`src/rtl/mult_arbiter_if.sv`:
```
// Requester/multiplier-side bundle for mult_arbiter: per-requester request and operands,
// grant/done back to requesters, and the operand/product pair to the shared multiplier.
interface mult_arbiter_if #(
    parameter int NUM_REQ = 2
);
    logic [NUM_REQ-1:0]   req;
    logic [4*NUM_REQ-1:0] op_a;
    logic [4*NUM_REQ-1:0] op_b;
    logic [NUM_REQ-1:0]   grant;
    logic [3:0]           mul_a;
    logic [3:0]           mul_b;
    logic [7:0]           mul_p;
    logic [7:0]           result;
    logic [NUM_REQ-1:0]   done;
    logic                 busy;

    modport master (
        output req, op_a, op_b, mul_p,
        input  grant, mul_a, mul_b, result, done, busy
    );

    modport slave (
        input  req, op_a, op_b, mul_p,
        output grant, mul_a, mul_b, result, done, busy
    );
endinterface

```
`src/rtl/mult_arbiter.sv`:
```
// Round-robin sharing of one external 4x4 multiplier; MULT_ARB_ZERO_BYPASS_EN skips CALC on a zero operand.
// Accept-to-done 2 cycles (1 with bypass); losers wait with req held, at most NUM_REQ-1 operations.
module mult_arbiter #(
    parameter int NUM_REQ = 2
) (
    input  logic           clk,
    input  logic           rst_n,
    mult_arbiter_if.slave  bus
);
    localparam int PW = (NUM_REQ > 2) ? 2 : 1;

    typedef enum logic [1:0] {IDLE, CALC, DONE} state_t;

    state_t               state;
    state_t               state_nxt;
    logic [PW-1:0]        ptr;
    logic [PW-1:0]        sel_q;
    logic [NUM_REQ-1:0]   grant;
    logic [3:0]           mul_a;
    logic [3:0]           mul_b;
    logic [7:0]           result;

    logic                 found;
    logic [PW-1:0]        sel;
    logic [PW-1:0]        cand;
    logic [3:0]           sel_a;
    logic [3:0]           sel_b;
    logic                 zero_op;
    logic [PW-1:0]        ptr_nxt;

    // First requester at or after the pointer, wrapping modulo NUM_REQ.
    always_comb begin
        found = 1'b0;
        sel   = '0;
        cand  = '0;
        for (int k = 0; k < NUM_REQ; k++) begin
            cand = PW'((int'(ptr) + k) % NUM_REQ);
            if (!found && bus.req[cand]) begin
                found = 1'b1;
                sel   = cand;
            end
        end
    end

    always_comb begin
        sel_a = '0;
        sel_b = '0;
        for (int i = 0; i < NUM_REQ; i++) begin
            if (sel == PW'(i)) begin
                sel_a = bus.op_a[4*i +: 4];
                sel_b = bus.op_b[4*i +: 4];
            end
        end
    end

`ifdef MULT_ARB_ZERO_BYPASS_EN
    assign zero_op = (sel_a == 4'd0) || (sel_b == 4'd0);
`else
    assign zero_op = 1'b0;
`endif

    assign ptr_nxt = (sel_q == PW'(NUM_REQ - 1)) ? '0 : sel_q + PW'(1);

    always_ff @(posedge clk or negedge rst_n) begin
        if (!rst_n) begin
            state <= IDLE;
        end else begin
            state <= state_nxt;
        end
    end

    always_comb begin
        state_nxt = state;
        case (state)
            IDLE:    if (found) state_nxt = zero_op ? DONE : CALC;
            CALC:    state_nxt = DONE;
            DONE:    state_nxt = IDLE;
            default: state_nxt = IDLE;
        endcase
    end

    always_ff @(posedge clk or negedge rst_n) begin
        if (!rst_n) begin
            ptr    <= '0;
            sel_q  <= '0;
            grant  <= '0;
            mul_a  <= '0;
            mul_b  <= '0;
            result <= '0;
        end else begin
            case (state)
                IDLE: begin
                    if (found) begin
                        grant <= NUM_REQ'(1) << sel;
                        mul_a <= sel_a;
                        mul_b <= sel_b;
                        sel_q <= sel;
                        if (zero_op) result <= '0;
                    end
                end
                CALC: result <= bus.mul_p;
                DONE: begin
                    grant <= '0;
                    ptr   <= ptr_nxt;
                end
                default: ;
            endcase
        end
    end

    assign bus.grant  = grant;
    assign bus.mul_a  = mul_a;
    assign bus.mul_b  = mul_b;
    assign bus.result = result;
    assign bus.done   = (state == DONE) ? grant : '0;
    assign bus.busy   = (state != IDLE);
endmodule

```
`src/flat_wrapper.sv`:
```
// flat-port wrapper written by rule: the top's interface ports become plain ports
module mult_arbiter_flat 
#(
    parameter int NUM_REQ = 2
)
  (clk, rst_n, bus_req, bus_op_a, bus_op_b, bus_mul_p, bus_grant, bus_mul_a, bus_mul_b, bus_result, bus_done, bus_busy);
  mult_arbiter_if #(.NUM_REQ(NUM_REQ)) bus_i ();
  input  logic clk;
  input  logic rst_n;
  input wire logic [$bits(bus_i.req)-1:0] bus_req;
  input wire logic [$bits(bus_i.op_a)-1:0] bus_op_a;
  input wire logic [$bits(bus_i.op_b)-1:0] bus_op_b;
  input wire logic [$bits(bus_i.mul_p)-1:0] bus_mul_p;
  output wire logic [$bits(bus_i.grant)-1:0] bus_grant;
  output wire logic [$bits(bus_i.mul_a)-1:0] bus_mul_a;
  output wire logic [$bits(bus_i.mul_b)-1:0] bus_mul_b;
  output wire logic [$bits(bus_i.result)-1:0] bus_result;
  output wire logic [$bits(bus_i.done)-1:0] bus_done;
  output wire logic [$bits(bus_i.busy)-1:0] bus_busy;
  assign bus_i.req = bus_req;
  assign bus_i.op_a = bus_op_a;
  assign bus_i.op_b = bus_op_b;
  assign bus_i.mul_p = bus_mul_p;
  assign bus_grant = bus_i.grant;
  assign bus_mul_a = bus_i.mul_a;
  assign bus_mul_b = bus_i.mul_b;
  assign bus_result = bus_i.result;
  assign bus_done = bus_i.done;
  assign bus_busy = bus_i.busy;
  mult_arbiter #(.NUM_REQ(NUM_REQ)) u_core (.clk(clk), .rst_n(rst_n), .bus(bus_i));
endmodule
```
`config.mk`:
```
export PLATFORM = sky130hd
export DESIGN_NAME = mult_arbiter_flat
export DESIGN_NICKNAME = d
export VERILOG_FILES = /design/src/rtl/mult_arbiter_if.sv /design/src/rtl/mult_arbiter.sv /design/src/flat_wrapper.sv
export SDC_FILE = /design/constraint.sdc
export NUM_CORES = 1
export LEC_CHECK = 0
export CORE_MARGIN = 1.5
export CORE_UTILIZATION = 34
export CTS_CLUSTER_SIZE = 16
export DETAILED_ROUTE_END_ITERATION = 6
export GPL_ROUTABILITY_DRIVEN = 0
export PLACE_DENSITY = 0.74
export SLEW_MARGIN = 25
export SYNTH_ARGS = -nofsm -noshare
export SYNTH_HDL_FRONTEND = slang
export SYNTH_SLANG_ARGS = --single-unit
```
`constraint.sdc`:
```
create_clock -name clk -period 1.41 [get_ports clk]
set_clock_uncertainty 0.15 [all_clocks]
set_input_delay 0.141 -clock clk [delete_from_list [all_inputs] [get_ports clk]]
set_output_delay 0.141 -clock clk [all_outputs]
set_load 0.01 [all_outputs]
```
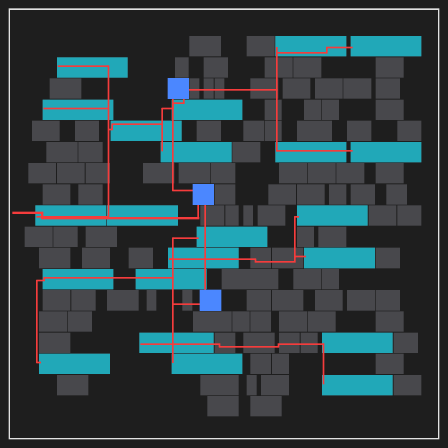
*Routed clock nets over the placement*
legend:
  cyan:
    item: flip-flops
    count: 22
  red:
    item: clock wires
    length: 271 um
  blue:
    item: clock drivers
    count: 3
routed clock nets: 4
flops lie: widely spread
Clk pwr share: 0.087
Power Clock: 0.277 mW
clk ins delay skew pair: 0.30 ns

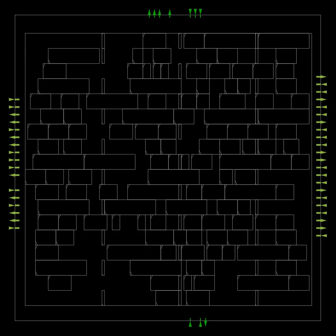
*Placed standard cells*
final std cells w/o fill: 158
Seq area share: 0.3574
Final Util: 0.6121
Fill cells: 229
seq_cells: 22

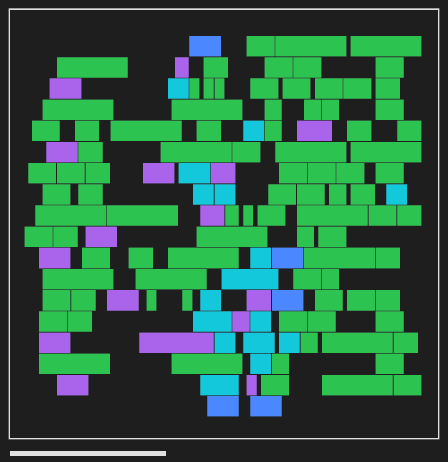
*Cell sizes after repair*
Bar = 20 um.
legend:
  green:
    size: _0 and _1 cells
    cells: 91
    share: 71%
  purple:
    size: _2 cells
    cells: 16
    share: 13%
  cyan:
    size: _3 and _4 cells
    cells: 16
    share: 13%
  blue:
    size: _6 and larger
    cells: 5
    share: 3.9%
nonclk buf count: 59
worst setup margin: -0.06147 ns
P&R area growth vs syn: 68.12%
post-route cell area: 1544 sq um

==> reports/metrics.csv <==
metric,value,unit
portBuffers,48,
die_x,54.97,um
setup_ws,-0.06147,ns
final_hold_viol_count,0,
top_area_frac,0.5995,
antennaDiodeCount,0,
dieArea,3022,sq um
drcViolationCount,0,
tritoncts,built,
dpl.cell_count,151,
rsz0062_at_grt,true,
synthXorXnorAreaFrac,0,
syn-num-nets,97,
tool_warnings,28,
pin_count,49,
finalPower,3.188,mW
r2r_slack,-0.06,ns
edf_count,0,
ys_sh_adder,0,
cp.depth,5,
syn-mean-instance-area,13.31,sq um
die_h,54.97,um
antenna_found_initial,0,
place_ws,-0.2407,ns
critPathTopFamily,flip-flops,
ctsHtreeMaxLevel,1,
fin_crit,1.471,ns
crit_chain,nor2_2 -> buf_4 -> o21ai_2 -> buf_6 -> a221o_1,
cts_sinks,22,
maxCapViolCount,0,
failed_checks,setup timing,
vias_per_cell,5.184,
place_hpwl,1729,um
setup.worst_path.end,u_core.bus.mul_a[1],
synth-async-reset-ratio,1.000,
ys_sh_aoi,0.1458,
grt_max_degree,23,
dr.pass1.iters,2,
grt_usage,0.1739,
finalHoldWorstSlack,0.02716,ns
common_cells,"dfrtp_1 (22), and3_1 (9), a221o_1 (8), mux2_2 (8), inv_1 (5)",
ys_dominant_reg_cell,dfrtp_1,
path_buffers,2,
synth_chip_area,918.4,sq um
worst_setup_path_end_kind,flop,
critical-path-max-stage-delay,0.46,ns
met1_usage,0.1901,
area_leaders,"dfrtp_1 (60%), mux2_2 (9.8%), a221o_1 (8.7%), and3_1 (6.1%), buf_6 (2.5%)",
drive_above_1_share,0.2891,
clock.fmax,679.6,MHz
required,1.45,ns
max-vdd-ir-drop,1097,uV
critPathLaunchType,flop,
status,"complete, but fails checks",
final_nets,158,
grt_busiest_layer,met2,
syn_inst,69,
synth.distinct_cells,17,
clk_pin_slew,0.11,ns
worst_slew_pin_slew,0.3117,ns
finalSetupViolCount,9,
cpMaxStageDelayCell,dfrtp_2,
final_max_slew_viol_count,0,
root_buffer,clkbuf_4,
dpl_cell_area,1476,sq um
yosys.area.top_type,dfrtp_1,
yosys_warnings,0,
logic_family,AND-OR/OR-AND gates,
grt_pass1_vias,871,
relSlewSlack,0.7918,
numCtsBuffers,3,
use_met3,0.04032,
r2r-start,u_core.state[1],
fp_util,0.3641,
netlist_area,918.4,sq um
synth.most_common_cell,dfrtp_1,
grt_overflow,0,
mux_share,0.09809,
ys_seq_share,0.5995,
final_cell_mix,"clkdlybuf4s50_1 (27), dfrtp_1 (21), dlygate4sd2_1 (18)",
postCtsHoldBufs,0,
hp-class,in2async,
setup-tns-final,-0.3393,ns
grt_pass1_wl,3677,um
post-cts-setup-buffers,3,
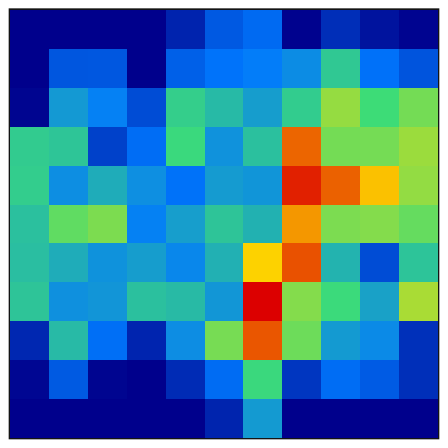
*Routed metal per tile*
11 x 11 tiles, from dark blue (low) to red (high), scaled to the fullest tile. Values are wire area over tile area, all layers added.
nearly empty tiles: 17%
fullest tile: 0.41
mean over tiles: 0.13
tiles over half the peak: 21%
densest ninth of the die: east
via count: 819
Final Routed Wirelength: 2468 um

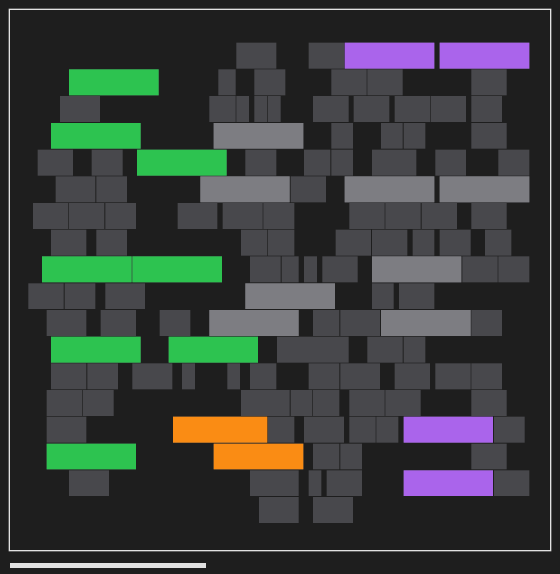
*Sequential cells grouped by signal name*
Bar = 20 um.
legend:
  purple:
    name_in_the_netlist: u_core.bus.mul_b
    sequential_cells: 4
  green:
    name_in_the_netlist: u_core.bus.result
    sequential_cells: 8
  orange:
    name_in_the_netlist: u_core.state
    sequential_cells: 2
not colored: 8
Seq power: 1.15 mW
Reg area: 551.8 sq um

area by class of cell:
class	instances	area, sq um	share of cell area
clock buffers	3	22.52	0.01459
repair buffers	59	549.3	0.3558
flip-flops and latches	22	551.8	0.3574
inverters	5	18.77	0.01216
multi-input cells	39	364.1	0.2358
well taps	30	37.54	0.02431
report_power, final:
part           switching (mW)  total, mW  internal, mW
Clock                   0.178      0.277        0.0995
Sequential              0.202       1.15         0.949
Combinational           0.741       1.76          1.02
Total                    1.12       3.19          2.07
registers in the layout, summed over array words and instances (netlist names):
name,flops
u_core.bus.result,8
u_core.bus.mul_a,4
u_core.bus.mul_b,4
u_core.bus.grant,2
u_core.state,2
u_core.ptr,1
u_core.sel_q,1
per-layer routing:
metal,vias up,routed length [um]
met5,-,0
met4,0,27
met3,2,241
met2,43,1224
met1,396,975
li1,378,-
No activity file was given, so power comes from the tool's default toggle rates.
